[src/rtl/associative_buffer_arbiter.sv]
// Two-requester arbiter in front of an associative buffer.
// One transaction at a time: grant in IDLE, one command cycle in ISSUE,
// an optional bounded wait for read data in LOOKUP, and a one-cycle ack in DONE.
// Handshake: a requester raises req with stable op/key/wdata, keeps them
// stable until its ack pulse, and drops req in the cycle after the ack.
module associative_buffer_arbiter #(
   parameter int DATA_WIDTH     = 8,
   parameter int KEY_WIDTH      = 4,
   parameter int LOOKUP_TIMEOUT = 4
) (
   input  logic                  clk,
   input  logic                  async_nreset,
   input  logic                  req_a,
   input  logic                  req_b,
   input  logic [1:0]            op_a,
   input  logic [1:0]            op_b,
   input  logic [KEY_WIDTH-1:0]  key_a,
   input  logic [KEY_WIDTH-1:0]  key_b,
   input  logic [DATA_WIDTH-1:0] wdata_a,
   input  logic [DATA_WIDTH-1:0] wdata_b,
   output logic                  ack_a,
   output logic                  ack_b,
   output logic [DATA_WIDTH-1:0] rdata_a,
   output logic [DATA_WIDTH-1:0] rdata_b,
   output logic                  hit_a,
   output logic                  hit_b,
   output logic                  busy,
   output logic [1:0]            buf_ctrl,
   output logic [KEY_WIDTH-1:0]  buf_key,
   output logic [DATA_WIDTH-1:0] buf_data,
   input  logic [DATA_WIDTH-1:0] buf_rdata,
   input  logic                  buf_valid
);

   typedef enum logic [1:0] {IDLE, ISSUE, LOOKUP, DONE} state_t;

   localparam int CW = (LOOKUP_TIMEOUT > 1) ? $clog2(LOOKUP_TIMEOUT) : 1;
   localparam logic [CW-1:0] CNT_LAST = CW'(LOOKUP_TIMEOUT - 1);
   localparam logic [1:0] OP_READ = 2'd0;

   state_t                state_r, state_nxt;
   logic                  ptr_r;     // 0 = A wins a tie, 1 = B wins a tie
   logic                  grant_r;   // 0 = A, 1 = B
   logic                  grant_nxt;
   logic [1:0]            op_r;
   logic [KEY_WIDTH-1:0]  key_r;
   logic [DATA_WIDTH-1:0] wdata_r;
   logic [DATA_WIDTH-1:0] rdata_r;
   logic                  hit_r;
   logic [CW-1:0]         cnt_r;

   // Arbitration: a lone request wins; a tie goes to the round-robin pointer.
   always_comb begin
      grant_nxt = 1'b0;
      if (req_a && req_b) grant_nxt = ptr_r;
      else                grant_nxt = req_b;
   end

   // State register.
   always_ff @(posedge clk) begin
      if (!async_nreset) state_r <= IDLE;
      else               state_r <= state_nxt;
   end

   // Next state and buffer-side outputs. READ encodes as NONE on buf_ctrl,
   // so the latched op can be driven straight through in ISSUE.
   always_comb begin
      state_nxt = state_r;
      busy      = 1'b1;
      buf_ctrl  = 2'd0;
      buf_key   = '0;
      buf_data  = '0;
      case (state_r)
         IDLE: begin
            busy = 1'b0;
            if (req_a || req_b) state_nxt = ISSUE;
         end
         ISSUE: begin
            buf_ctrl  = op_r;
            buf_key   = key_r;
            buf_data  = wdata_r;
            state_nxt = (op_r == OP_READ) ? LOOKUP : DONE;
         end
         LOOKUP: begin
            buf_key = key_r;
            if (buf_valid || (cnt_r == CNT_LAST)) state_nxt = DONE;
         end
         DONE:    state_nxt = IDLE;
         default: state_nxt = IDLE;
      endcase
   end

   // Transaction datapath: latch the winner, count LOOKUP cycles, capture read data,
   // and move the pointer to the other requester when a transaction completes.
   always_ff @(posedge clk) begin
      if (!async_nreset) begin
         ptr_r   <= 1'b0;
         grant_r <= 1'b0;
         op_r    <= '0;
         key_r   <= '0;
         wdata_r <= '0;
         rdata_r <= '0;
         hit_r   <= 1'b0;
         cnt_r   <= '0;
      end else begin
         case (state_r)
            IDLE: begin
               if (req_a || req_b) begin
                  grant_r <= grant_nxt;
                  op_r    <= grant_nxt ? op_b    : op_a;
                  key_r   <= grant_nxt ? key_b   : key_a;
                  wdata_r <= grant_nxt ? wdata_b : wdata_a;
                  rdata_r <= '0;
                  hit_r   <= 1'b0;
               end
            end
            ISSUE: cnt_r <= '0;
            LOOKUP: begin
               cnt_r <= cnt_r + 1'b1;
               if (buf_valid) begin
                  rdata_r <= buf_rdata;
                  hit_r   <= 1'b1;
               end
            end
            DONE: begin
               ptr_r <= ~grant_r;
               cnt_r <= '0;
            end
            default: cnt_r <= '0;
         endcase
      end
   end

   assign ack_a   = (state_r == DONE) && !grant_r;
   assign ack_b   = (state_r == DONE) &&  grant_r;
   assign rdata_a = ack_a ? rdata_r : '0;
   assign rdata_b = ack_b ? rdata_r : '0;
   assign hit_a   = ack_a && hit_r;
   assign hit_b   = ack_b && hit_r;

endmodule

[config.mk]
export PLATFORM = sky130hd
export DESIGN_NAME = associative_buffer_arbiter
export DESIGN_NICKNAME = d
export VERILOG_FILES = /design/src/rtl/associative_buffer_arbiter.sv
export SDC_FILE = /design/constraint.sdc
export NUM_CORES = 1
export LEC_CHECK = 0
export CAP_MARGIN = 20
export CORE_ASPECT_RATIO = 1.75
export CORE_MARGIN = 2
export CORE_UTILIZATION = 41
export CTS_CLUSTER_SIZE = 25
export DETAILED_ROUTE_END_ITERATION = 12
export PLACE_DENSITY = 0.86
export SYNTH_ARGS = -nofsm -noshare
export SYNTH_HDL_FRONTEND = slang
export SYNTH_SLANG_ARGS = --single-unit
[constraint.sdc]
create_clock -name clk -period 1.7 [get_ports clk]
set_input_delay 0.34 -clock clk [delete_from_list [all_inputs] [get_ports clk]]
set_output_delay 0.34 -clock clk [all_outputs]
set_load 0.02 [all_outputs]
final_congestion.png
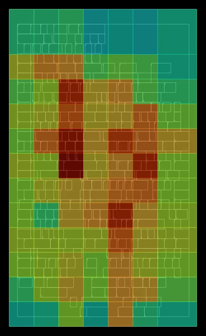
M1 GR Usage: 0.247
final core utilization: 0.703
GR Layer Usage met3: 0.0490

clock_map.png
Drawn at 6 px/um.
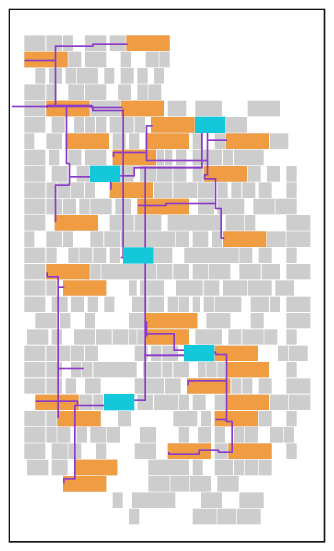
legend:
  flip-flops:
    colour: orange
    count: 29
  cells driving clock nets:
    colour: cyan
    count: 5
  clock wires:
    colour: purple
    length: 384 um
routed clock nets: 6

met3.png
Drawn at 4 px/um.
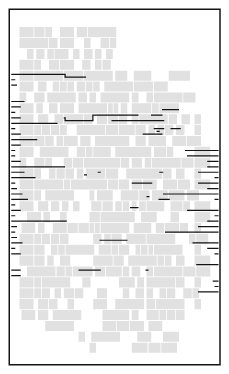
nets with wire on the layer: 66
share of all routed wire: 5.4%

registers.png
Drawn at 4 px/um. Other sequential cells in the stronger grey, the rest of the logic in the fainter grey.
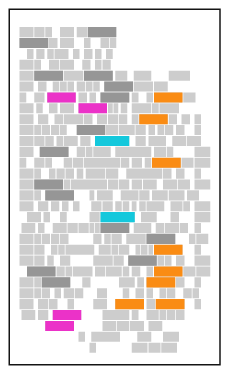
legend:
  state_r:
    colour: cyan
    flops: 2
  key_r:
    colour: magenta
    flops: 4
  rdata_r:
    colour: orange
    flops: 8
not coloured: 15

==> CHANGELOG.md <==
### Changed

* CP endpoint: rdata_a[5]
* Yosys Chip Area at 1670 um2
* Post-placement setup slack at -0.246 ns
* Outcome: finished with violations
* RSZ-0062 raised after global routing: yes
* Hold depth at 2
* Fin crit share at 1.01
* Vias in the first global route at 1854
* Design Power at 0.00368 W
* MaxCap Viol Count at 0
* Final setup viols at 8
* Log Warnings at 33
* Hold Path Class: reg -> reg
* Layout area overhead at 63.9%
* Nets at 343
* Die width at 52.3 um
* RR Startpoint: state_r[1]
* Worst EP arrival at ~1.4 ns
* FF-to-FF path depth at 8
* Final Hold Vio Count at 0
* Vias per cell at 5.50
* Int Pwr at roughly 0.0022 W
* Clk pwr share at 0.171
* Distinct cells, synth at 32
* Worst Hold Path EP: rdata_r[1]
* Cts hold-fix bufs at 0
* Critical path peak fanout at 7
* H-tree lvl count at 2
* Number of cells in Yosys stat at 202
* Clk slew on worst S/H paths at about 0.060 ns
* Final wirelength at 5300 um
* CP peak stage delay at 0.38 ns
* Die area at roughly 4600 um2
* Post-DP Area at 2580 um2
* Bufs on Longest Clock Path at 2
* Root Driver: clkbuf_8
* Sw Pwr at ~0.0014 W
* Sw Ratio at 0.392
* Worst-Margin Slew at around 0.5 ns
* Static leakage at 1.17 nW
* Crit path kind: reg -> out
* Routed len/inst at 15.4 um
* Reg-to-reg slack, setup at 0.03 ns
* Crit-path cells: ha_4 -> nor2b_4 -> buf_6 -> and2_4 -> buf_6
* Register share of total power at 0.285
* Commonest Layout Cell: clkdlybuf4s50_1
* Req. time, crit path at 1.36 ns
* Fin crit period at 1.71 ns
* Most instantiated logic cells after routing: clkdlybuf4s50_1, o21ai_0, dfxtp_1
* Worst setup margin at -0.0135 ns
* Violated checks: negative setup slack
* Clock Skew at 0.00333 ns
* Finished Cell Area at ~2700 um2
* DRC errors left at 0
* CP max-delay cell: dfxtp_4
* Clk latency late pin at 0.28 ns
* CP startpoint: state_r[1]
* Critical path launch point type: flip-flop
* Num CTS Buffers at 5
* Synthesized netlist cell count at 202
* Cell mode on critical path: buf_6
* Fmax at 584 MHz
* Post-route ant nets at 0
-- layer usage --
metal | up-vias | global-route usage | wire (um)
li1 | 920 | - | -
met4 | 0 | 0.100 | 131
met5 | - | 0 | 0
met1 | 880 | 0.247 | 1920
met3 | 14 | 0.0490 | 284
met2 | 79 | 0.455 | 2970
-- worst max-delay path: cells and delay by family (launching register included) --
| kind | cells | cell delay, ns |
|---|---|---|
| DFF | 1 | 0.38 |
| and+or+nand+nor | 2 | 0.31 |
| buffers and inverters | 2 | 0.25 |
| adders and majority gates | 1 | 0.16 |
-- timing repair --
item	CTS	global route
gates cloned	1	0
endpoints found under the setup margin	45	24
pin swaps	0	5
gates resized	168	29
hold endpoints to repair	0	0
buffers inserted	1	3
-- power groups by stage --
stage | logic, W | registers [W] | clock network, W
finish | 0.00200 | 0.00105 | 0.000630
global route | 0.00216 | 0.00107 | 0.000671
CTS | 0.00186 | 0.00103 | 0.000640
detailed placement | 0.00177 | 0.00101 | 0
global placement | 0.00172 | 0.00100 | 0
floorplan | 0.00103 | 0.000977 | 0
-- cell families after synthesis --
group / count (synthesis) / share of synthesized area
AOI/OAI and AO/OA: 71 / 0.230
and+or+nand+nor: 70 / 0.283
DFF: 29 / 0.347
buffers and inverters: 23 / 0.0748
adders and majority gates: 7 / 0.0524
muxes: 2 / 0.0127
-- stage by stage --
| stage | hold slack, ns | util | setup TNS, ns | cells |
|---|---|---|---|---|
| 6_report | 0.489 | 0.703 | -0.0534 | 344 |
| 5_1_grt | 0.518 | 0.703 | -0.464 | 344 |
| 4_1_cts | 0.480 | 0.676 | -0.00974 | 341 |
| 3_5_place_dp | 0.471 | 0.661 | -6.47 | 331 |
| 3_3_place_gp | 0.464 | 0.661 | -5.59 | 331 |
| 2_1_floorplan | 0.454 | - | 0 | 202 |
-- final cells by class --
| type | count | area, um2 |
|---|---|---|
| timing repair buffer | 102 | 882 |
| sequential | 29 | 588 |
| clock inverter | 1 | 5.00 |
| tap | 48 | 60.1 |
| clock buffer | 7 | 96.3 |
| multi-input combinational | 151 | 1080 |
| fill | 300 | 1160 |
| inverter | 6 | 27.5 |
-- Yosys cell counts --
cell type,instances,area share
a21oi_1,14,0.042
dfxtp_1,29,0.35
buf_6,4,0.027
buf_4,2,0.0090
nor3_1,2,0.0060
o21a_1,1,0.0045
nand4_1,8,0.030
clkbuf_1,9,0.020
nand3b_1,15,0.067
nor2_1,3,0.0067
a211o_1,1,0.0052
nand2_1,1,0.0022
a211oi_1,1,0.0045
mux2_2,1,0.0067
buf_1,1,0.0022
o21ai_0,37,0.11
a31oi_1,14,0.052
nor2b_4,1,0.0082
ha_1,7,0.052
o21ai_1,2,0.0060
nor3b_4,1,0.011
nor2b_1,1,0.0037
and2_1,24,0.090
mux2i_1,1,0.0060
nor4b_1,2,0.010
or3b_1,1,0.0052
and3_1,9,0.034
a21oi_2,1,0.0052
nor3b_1,1,0.0045
inv_1,6,0.013
buf_2,1,0.0030
or3_1,1,0.0037
-- state kept, by name, summed over array words and instances (netlist names) --
name and flops:
hit_r 1, key_r 4, state_r 2, op_r 2, cnt_r 2, ptr_r 1, wdata_r 8, rdata_r 8
grant_r 1
Power and IR drop assume default switching activity.
